$ cat config.mk
export PLATFORM = sky130hd
export DESIGN_NAME = prod_serializer
export DESIGN_NICKNAME = d
export VERILOG_FILES = /design/src/rtl/conv_pkg.sv /design/src/rtl/prod_serializer.sv
export SDC_FILE = /design/constraint.sdc
export NUM_CORES = 1
export LEC_CHECK = 0
export CAP_MARGIN = 0
export CORE_MARGIN = 2
export CORE_UTILIZATION = 35
export CTS_CLUSTER_SIZE = 28
export DETAILED_ROUTE_END_ITERATION = 12
export PLACE_DENSITY = 0.72
export SYNTH_ARGS = -nofsm -noshare
export SYNTH_HDL_FRONTEND = slang
export SYNTH_SLANG_ARGS = --single-unit
$ cat constraint.sdc
create_clock -name clk -period 5.4 [get_ports clk]
set_input_delay 0.54 -clock clk [delete_from_list [all_inputs] [get_ports clk]]
set_output_delay 0.54 -clock clk [all_outputs]
set_load 0.01 [all_outputs]
$ cat src/rtl/conv_pkg.sv
// Shared types and defaults for the convolution datapath.
package conv_pkg;

    localparam int PROD_W   = 14;
    localparam int KERNEL_N = 9;

    typedef enum logic [0:0] {IDLE, STREAM} ser_state_t;

    typedef logic signed [PROD_W-1:0] prod_t;

endpackage

$ cat src/rtl/prod_serializer.sv
// Product serializer: captures a bank of NUM_PROD signed products in one
// handshake and streams them one per beat over valid/ready, with an internal
// index counter. Optional bank-sum accumulator is enabled by defining
// PROD_SERIALIZER_ACCUM_EN.
module prod_serializer
    import conv_pkg::*;
#(
    parameter  int WIDTH    = PROD_W,
    parameter  int NUM_PROD = KERNEL_N,
    localparam int IDX_W    = (NUM_PROD > 1) ? $clog2(NUM_PROD) : 1
`ifdef PROD_SERIALIZER_ACCUM_EN
    ,
    localparam int SUM_W    = WIDTH + $clog2(NUM_PROD)
`endif
) (
    input  logic                      clk,
    input  logic                      rst,
    input  logic [NUM_PROD*WIDTH-1:0] prod_in,
    input  logic                      in_valid,
    output logic                      in_ready,
    output logic signed [WIDTH-1:0]   out_data,
    output logic                      out_valid,
    input  logic                      out_ready,
    output logic [IDX_W-1:0]          out_idx,
    output logic                      out_last,
    output logic                      busy
`ifdef PROD_SERIALIZER_ACCUM_EN
    ,
    output logic signed [SUM_W-1:0]   sum_out,
    output logic                      sum_valid
`endif
);

    typedef logic signed [WIDTH-1:0] lane_t;

    localparam logic [IDX_W-1:0] LAST_IDX = IDX_W'(NUM_PROD - 1);

    ser_state_t       r_state;
    ser_state_t       w_state_nxt;
    logic [IDX_W-1:0] r_idx;
    lane_t            r_bank [NUM_PROD];

    logic w_last;
    logic w_beat;
    logic w_accept;

    // Handshake qualifiers; in_ready re-opens on the last beat so the next
    // bank can load without a bubble.
    assign w_last    = (r_state == STREAM) && (r_idx == LAST_IDX);
    assign w_beat    = out_valid && out_ready;
    assign in_ready  = (r_state == IDLE) || (w_beat && w_last);
    assign w_accept  = in_valid && in_ready;

    assign out_valid = (r_state == STREAM);
    assign out_last  = w_last;
    assign out_idx   = r_idx;
    assign out_data  = r_bank[r_idx];
    assign busy      = (r_state == STREAM);

    // State register.
    always_ff @(posedge clk) begin
        if (rst) r_state <= IDLE;
        else     r_state <= w_state_nxt;
    end

    // Next state: leave STREAM only when the last beat goes with no new bank.
    always_comb begin
        w_state_nxt = r_state;
        case (r_state)
            IDLE:    if (in_valid) w_state_nxt = STREAM;
            STREAM:  if (w_beat && w_last && !in_valid) w_state_nxt = IDLE;
            default: w_state_nxt = IDLE;
        endcase
    end

    // Index counter: restarts on bank accept and wraps after the last beat.
    always_ff @(posedge clk) begin
        if (rst)
            r_idx <= '0;
        else if (w_accept)
            r_idx <= '0;
        else if (w_beat)
            r_idx <= w_last ? '0 : r_idx + IDX_W'(1);
    end

    // Bank capture; prod_in is only sampled on accept.
    always_ff @(posedge clk) begin
        if (rst) begin
            for (int k = 0; k < NUM_PROD; k++) r_bank[k] <= '0;
        end else if (w_accept) begin
            for (int k = 0; k < NUM_PROD; k++) r_bank[k] <= prod_in[k*WIDTH +: WIDTH];
        end
    end

`ifdef PROD_SERIALIZER_ACCUM_EN
    logic signed [SUM_W-1:0] r_acc;
    logic signed [SUM_W-1:0] w_acc_add;

    // Signed size cast sign-extends the beat into the wider accumulator.
    assign w_acc_add = r_acc + SUM_W'(out_data);

    // Running sum: the final beat is folded in directly into sum_out so a
    // back-to-back bank can clear r_acc on the same edge.
    always_ff @(posedge clk) begin
        if (rst) begin
            r_acc     <= '0;
            sum_out   <= '0;
            sum_valid <= 1'b0;
        end else begin
            sum_valid <= w_beat && w_last;
            if (w_beat && w_last) sum_out <= w_acc_add;
            if (w_accept)         r_acc   <= '0;
            else if (w_beat)      r_acc   <= w_acc_add;
        end
    end
`endif

endmodule

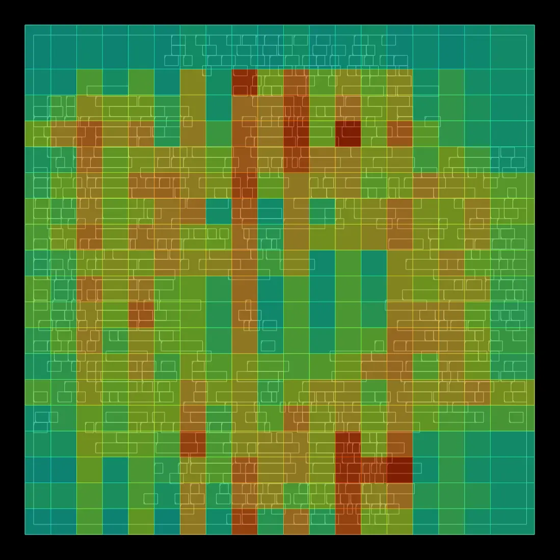
(run_1/congestion_map.png)
met3 global-route usage: 3.73%
wire per inst: 16.6 um
met1 Use GR: 20.0%
most used routing layer: met2
utilization after layout: 48.6%

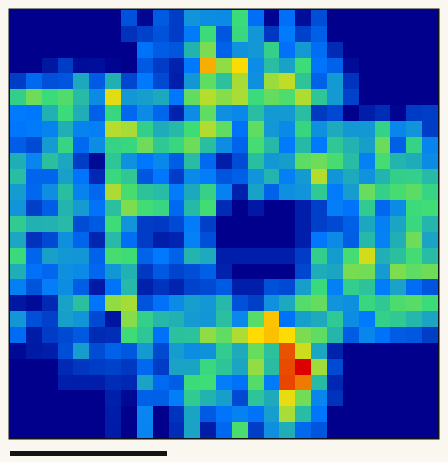
(run_1/route_heat.png)
Bar = 50 um. 27 x 27 tiles, from dark blue (low) to red (high), scaled to the fullest tile. Values are wire area over tile area, all layers added.
tiles over half the peak	12%
fullest tile	0.45
nearly empty tiles	21%

==> results.txt, run 1 <==
flow finished, numbers: Slew @ Worst Pin=1.15 ns, CP Launch Type=register, fin crit share=61.0%, largest net degree at the start of global routing=127, ant diodes=0, vias in the first global route=3870, Die W=136 um, H-tree levels=4, syn nets=564, Cell Type Count=32, clk latency late pin=0.41 ns, AO/OA Area Share=6.63%, RePlAce Congestion=0.743, Post-CTS Hold Fix Bufs=0, root buf cell=clkbuf_16, Hold WS=0.573 ns, Final Setup Violations=0, yosys stat cell total=432, crit end category=output pin, Max Cap Viol=0, post-synth top area share=62.1%, crit path kind=register to output pin, dominant register cell=edfxtp_1, Syn Area/Cell=14.1 um^2, Port Buf Inserts=151, Req. time, crit path=4.86 ns, final wirelength=13600 um, Mux area share=9.77%, clk_skew=0.00382 ns, clk sinks=135, top cells by count=and2_1, edfxtp_1, mux2_2, mux2i_1, nand2_1, Min-Delay Startpoint=out_idx[1], CTS clock-pin slew for the worst setup and hold paths=0.06 ns, ys flops=135, final count of hold timing violations=0, IO Pins=152, Top area cell types=edfxtp_1, and2_1, mux2_2, vias per cell=4.65, P per Cell Area=315 nW/um^2, Relative slew margins=23.3%, fin. max-slew vios=0, ANT nets after route=0, FA/HA/MAJ Cells, Area Fraction=0.411%, Num CTS Buffers=17, Initial DRC Count=266, status=finished clean, first-pass GRT wire length=20400 um, count leader, synth=and2_1, synth warn=0, Tool Warnings=29, TritonCTS clock tree=built, CTS-repair resized insts=0, Core Util at FP=35.5%, logic area=1970 um^2, Max Buffers Root-to-Sink=2, via count=3786, Final #Nets=709, critical path fanouts, max=56, reg2reg start=out_idx[0], core box area=17200 um^2, RSZ-0062 raised after global routing=no, cell row count=48, Hold WC Path Type=register to register, FF/Latch Area=3970 um^2, Basic Gates by Area=15.3%, Max Fclk=303 MHz, area grow syn2layout=36.8%, Synth area leader=edfxtp_1, Dominant comb cell=simple AND/OR/NAND/NOR gates, P_leak=3.10 nW, Chip Area, Yosys=6100 um^2, HPWL Detailed=9420 um, Mapped Area=6100 um^2, Post-Synthesis Cells=432, Total GRT Usage=15.1%, EDFF count, synth=126, 1st-pass router iterations=4, peak supply drop=0.000213 V, asr flop ratio synth=0%, Critical Path AT=2.75 ns, Post-synth seq share=65.0%, fraction of layout cells with a size suffix above 1=11.2%, post-synthesis xor/xnor area fraction=0%, DRC=0, fin crit period=3.29 ns, Die ar.=18500 um^2, Setup TNS=0 ns, GRT overflow=0, die height=136 um, # fillers=1516, Post-CTS Repair Setup Buffers=0, initial antenna violation count=0
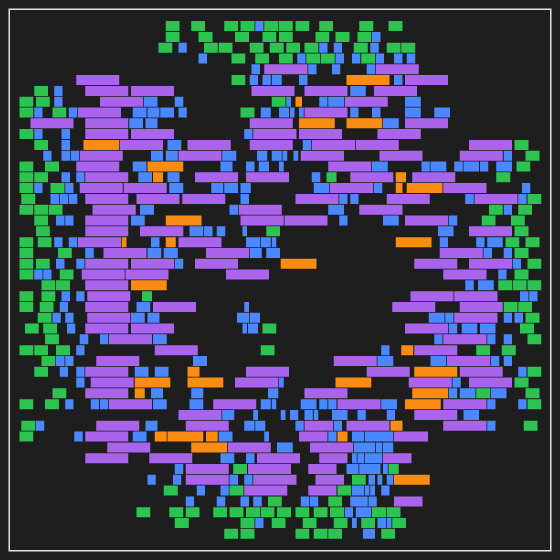
(run_1/class_map.png)
color	class	cells
orange	clock drivers and dummy loads	32
green	remaining buffers and delay cells	154
blue	remaining logic cells	269
purple	registers	135

-- run 1: cell type report --
| type | count | area share, % |
|---|---|---|
| sequential | 135 | 47.6 |
| multi-input combinational | 266 | 23.6 |
| timing repair buffer | 154 | 18.4 |
| clock buffer | 18 | 5.14 |
| tap | 225 | 3.37 |
| clock inverter | 14 | 1.81 |
| inverter | 3 | 0.135 |
-- run 1: flip-flops by register name, indices dropped and copies added, names as in the netlist, named ones only --
| register | flops |
|---|---|
| r_bank | 126 |
| busy | 1 |
| out_idx | 4 |
-- run 1: power breakdown --
part           internal (mW)  switching, mW
combinational          0.161         0.0965
clock                  0.682          0.438
sequential              1.22         0.0298
total                   2.07          0.564
-- run 1: path summary, 6_finish.rpt --
check | slack [ns] | cells past startpoint | end
setup / recovery | 2.11 | 4 | out_data[4]
hold / removal | 0.57 | 2 | out_idx[1]
setup reg to reg | 2.69 | 6 | r_bank[1][1]
hold reg to reg | 0.57 | 2 | out_idx[1]
-- run 1: placed cells by master, fill, tap and decap left out, types with 8 or more instances in the layout --
master / netlist / layout
a22o_1: 14 / 14
and2_1: 127 / 127
clkbuf_16: 0 / 17
clkdlybuf4s50_1: 0 / 151
dfxtp_1: 9 / 8
edfxtp_1: 126 / 126
mux2_2: 28 / 28
mux2i_1: 28 / 28
nand2_1: 19 / 19
o22ai_1: 14 / 14
o31ai_1: 14 / 14
-- run 1: per-layer routing --
| metal | up-vias | wire length (um) | track usage, % |
|---|---|---|---|
| met1 | 1770 | 6200 | 20.0 |
| met3 | 17 | 668 | 3.73 |
| met5 | - | 0 | 0 |
| li1 | 1878 | - | - |
| met2 | 121 | 6480 | 23.8 |
| met4 | 0 | 206 | 5.90 |
-- run 1: through the flow --
step / utilization (%) / std cells / total power [mW] / setup WS [ns] / instance area [um^2]
3_3_place_gp: 45.2 / 783 / 1.53 / 2.36 / 7760
4_1_cts: 48.6 / 815 / 2.66 / 2.05 / 8340
3_5_place_dp: 45.2 / 783 / 1.54 / 2.23 / 7760
2_1_floorplan: - / 432 / 1.39 / 1.36 / 6100
5_1_grt: 48.6 / 815 / 2.73 / 1.94 / 8340
6_report: 48.6 / 815 / 2.63 / 2.11 / 8340
-- run 1: critical path: stages, from the launching register on --
cell and delay, ns:
dfxtp_4 0.92, mux2i_1 0.16, a22o_1 0.28, o31ai_1 0.33, clkdlybuf4s50_1 0.60
-- run 1: kinds of logic after synthesis --
kind of cell             count (synthesis)
buffers and inverters                   31
multiplexers                            56
flip-flops                             135
adder cells (fa/ha/maj)                  2
AND-OR/OR-AND                           52
AND/OR/NAND/NOR                        156
==> run_1/util_map.png <==
Bar = 50 um. 14 x 14 tiles, from dark blue (low) to red (high), 0 to 100% covered.
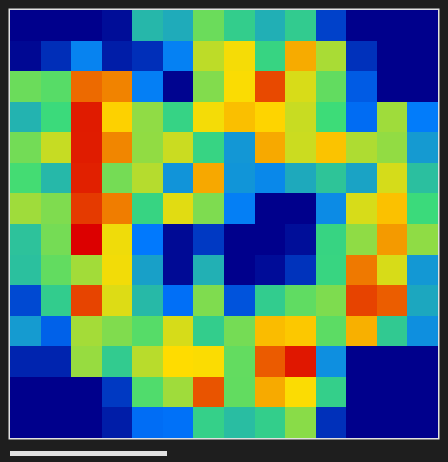

==> run 2, diff against run 1 <==
Clock period 5.4 ns to 3.3 ns, I/O delays scaled along.
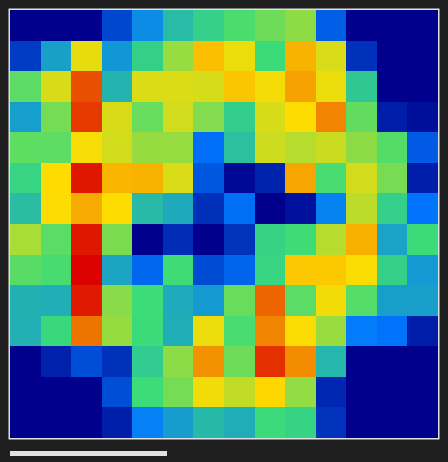
(run_2/util_map.png)
Bar = 50 um. 14 x 14 tiles, from dark blue (low) to red (high), 0 to 100% covered.
tiles over 75% full	13%
fullest tile	100%
emptiest ninth of the die	south-east

==> run 2 against run 1 <==
  * Count of clock-buffer cells in the layout grew 2
  * First-iteration DRC count shrank 6.0%
  * Largest power group unchanged
  * Highest routed layer unchanged
  * Sequential cell count is the same
  * Largest cell class unchanged
  * Register-to-register slack lost 1.5 ns
  * Combinational power grew about 70%
==> results.txt, run 2 <==
flow finished, numbers: status=finished clean, Final Setup Violations=0 (unchanged), P per Cell Area=515 nW/um^2 (+63%), utilization after layout=48.7% (+0.17 points), core box area=17200 um^2 (unchanged), Final #Nets=711 (+0.28%), CP Launch Type=register, CTS clock-pin slew for the worst setup and hold paths=0.05 ns (about the same), max FFs per register=126 (unchanged), largest net degree at the start of global routing=127 (unchanged), Synth area leader=edfxtp_1, Initial DRC Count=250 (-6.0%), ANT nets after route=0 (unchanged), 1st-pass router iterations=4 (unchanged), EDFF count, synth=126 (unchanged), final wirelength=13600 um (+0.72%), Port Buf Inserts=151 (unchanged), clk sinks=135 (unchanged), Max Cap Viol=0 (unchanged), Critical Path AT=2.74 ns (about the same), area grow syn2layout=37.3%, die height=136 um (unchanged), most numerous logic cell after layout=clkdlybuf4s50_1, fin. max-slew vios=0 (unchanged), via count=3853 (+1.8%), Die W=136 um (unchanged), Core Util at FP=35.5% (unchanged), Setup TNS=0 ns (unchanged), initial antenna violation count=0 (unchanged), Final WS setup=0.227 ns (-1.88 ns), fraction of layout cells with a size suffix above 1=10.6% (-0.54 points), synth warn=0 (unchanged), Post-CTS Repair Setup Buffers=0 (unchanged), vias in the first global route=3905 (+0.90%), DRC=0 (unchanged), CTS-repair resized insts=0 (unchanged), asr flop ratio synth=0% (unchanged), flop-to-flop setup slack=1.18 ns (-1.51 ns), Min-Delay Startpoint=out_idx[1], root buf cell=clkbuf_16, Die ar.=18500 um^2 (unchanged), ys flops=135 (unchanged), clk latency late pin=0.41 ns (about the same), IO Pins=152 (unchanged), Post-synth seq share=65.0% (unchanged), top cells by count=and2_1, edfxtp_1, mux2_2, mux2i_1, nand2_1, Top Layout Cells=clkdlybuf4s50_1, and2_1, edfxtp_1, Num CTS Buffers=17 (unchanged), worst reg2reg path depth=6 (unchanged), Cell Type Count=32 (unchanged), syn nets=564 (unchanged), Syn Area/Cell=14.1 um^2 (unchanged), vias per cell=4.72 (+1.5%), first-pass GRT wire length=20700 um (+1.6%), H-tree levels=4 (unchanged), Hold WC Path Type=register to register, yosys stat cell total=432 (unchanged), fin crit period=3.07 ns, post-synth top area share=62.1% (unchanged), cell row count=48 (unchanged), dominant register cell=edfxtp_1, DP Worst Slack=0.630 ns (-1.60 ns), worst r2r dst=r_bank[8][12], Req. time, crit path=2.97 ns (-1.89 ns), Relative slew margins=21.8% (-1.5 points), Post-CTS Hold Fix Bufs=0 (unchanged), fin crit share=93.1%, RePlAce Congestion=0.766 (+3.1%), Total GRT Usage=15.2% (+0.074 points), Max Fclk=325 MHz, Reg with most FFs=r_bank, GRT overflow=0 (unchanged), HPWL Detailed=9380 um (-0.40%), Post-Synthesis Cells=432 (unchanged), crit end category=output pin, P_leak=3.13 nW (+0.98%), final count of hold timing violations=0 (unchanged), critical path fanouts, max=26 (-54%), clk_skew=0.00688 ns (+0.00305 ns), reg2reg start=out_idx[0], Chip Area, Yosys=6100 um^2 (unchanged), TritonCTS clock tree=built, Mapped Area=6100 um^2 (unchanged), peak supply drop=0.000345 V (+62%), WHS Path Cells=2 (unchanged), Slew @ Worst Pin=1.17 ns (+0.0230 ns), count leader, synth=and2_1, wire per inst=16.7 um (+0.48%), Top area cell types=edfxtp_1, and2_1, mux2_2, RSZ-0062 raised after global routing=no, ant diodes=0 (unchanged), Tool Warnings=31 (+6.9%), Max Buffers Root-to-Sink=2 (unchanged), crit path kind=register to output pin
[run 2: cell types whose count changed in the layout (fill, tap and decap cells not counted), sizes merged]
cell      previous run  this run
clkbuf              18        20
clkinv               4         8
bufinv               2         3
clkinvlp             5         1
inv                  6         3
buf                  3         5
[run 2: report_power, final]
group          total (mW)  leakage [nW]  internal [mW]  switching (mW)
logic               0.437          1.42          0.267           0.170
clock network        1.83         0.280           1.17           0.655
registers            2.05          1.43           2.01          0.0400
[run 2: final cells by class]
cell class	count	area, um^2
timing repair buffer	156	1570
inverter	3	11.3
multi-input combinational	266	1970
clock buffer	20	437
sequential	135	3970
fill	1489	8800
clock inverter	12	134
tap	225	282
[run 2: kinds of logic (layout without fill, tap and decap cells)]
family,after synthesis,count (layout),share of synthesized area [%]
AND-OR/OR-AND,52,52,6.63
buffers and inverters,31,191,2.83
flip-flops,135,135,65.0
AND/OR/NAND/NOR,156,156,15.3
adder cells (fa/ha/maj),2,2,0.410
multiplexers,56,56,9.77
[run 2: worst max-delay path: stages, from the launching register on]
cell	delay [ns]
dfxtp_4	0.57
buf_4	0.40
mux2_2	0.39
o22ai_1	0.30
o31ai_1	0.14
clkdlybuf4s50_1	0.53
[run 2: metal layers]
metal / track usage [%] / up-vias / routed length, um
met2: 23.8 / 140 / 6380
met3: 3.65 / 14 / 697
met1: 20.2 / 1831 / 6400
met4: 6.13 / 0 / 172
met5: 0 / - / 0
li1: - / 1868 / -
[run 2: per-stage QoR]
stage               total power [mW]  area (um^2)  std cells  hold WS [ns]
floorplan                       2.27         6100        432         0.399
global placement                2.51         7800        785         0.553
detailed placement              2.52         7800        785         0.551
CTS                             4.35         8370        817         0.551
global route                    4.46         8370        817         0.556
finish                          4.31         8370        817         0.561
[run 2: how the worst max path moves through the flow]
stage | startpoint | to | slack [ns] | cells after the start
2_1_floorplan | out_idx[0] | r_bank[0][0] | 0.37 | 5
3_3_place_gp | register | out_data[3] | 0.68 | 4
3_5_place_dp | register | out_data[1] | 0.63 | 5
4_1_cts | register | out_data[1] | 0.15 | 5
5_1_grt | register | out_data[9] | 0.09 | 4
6_report | register | out_data[1] | 0.23 | 5
No activity file was given, so power comes from the tool's default toggle rates.
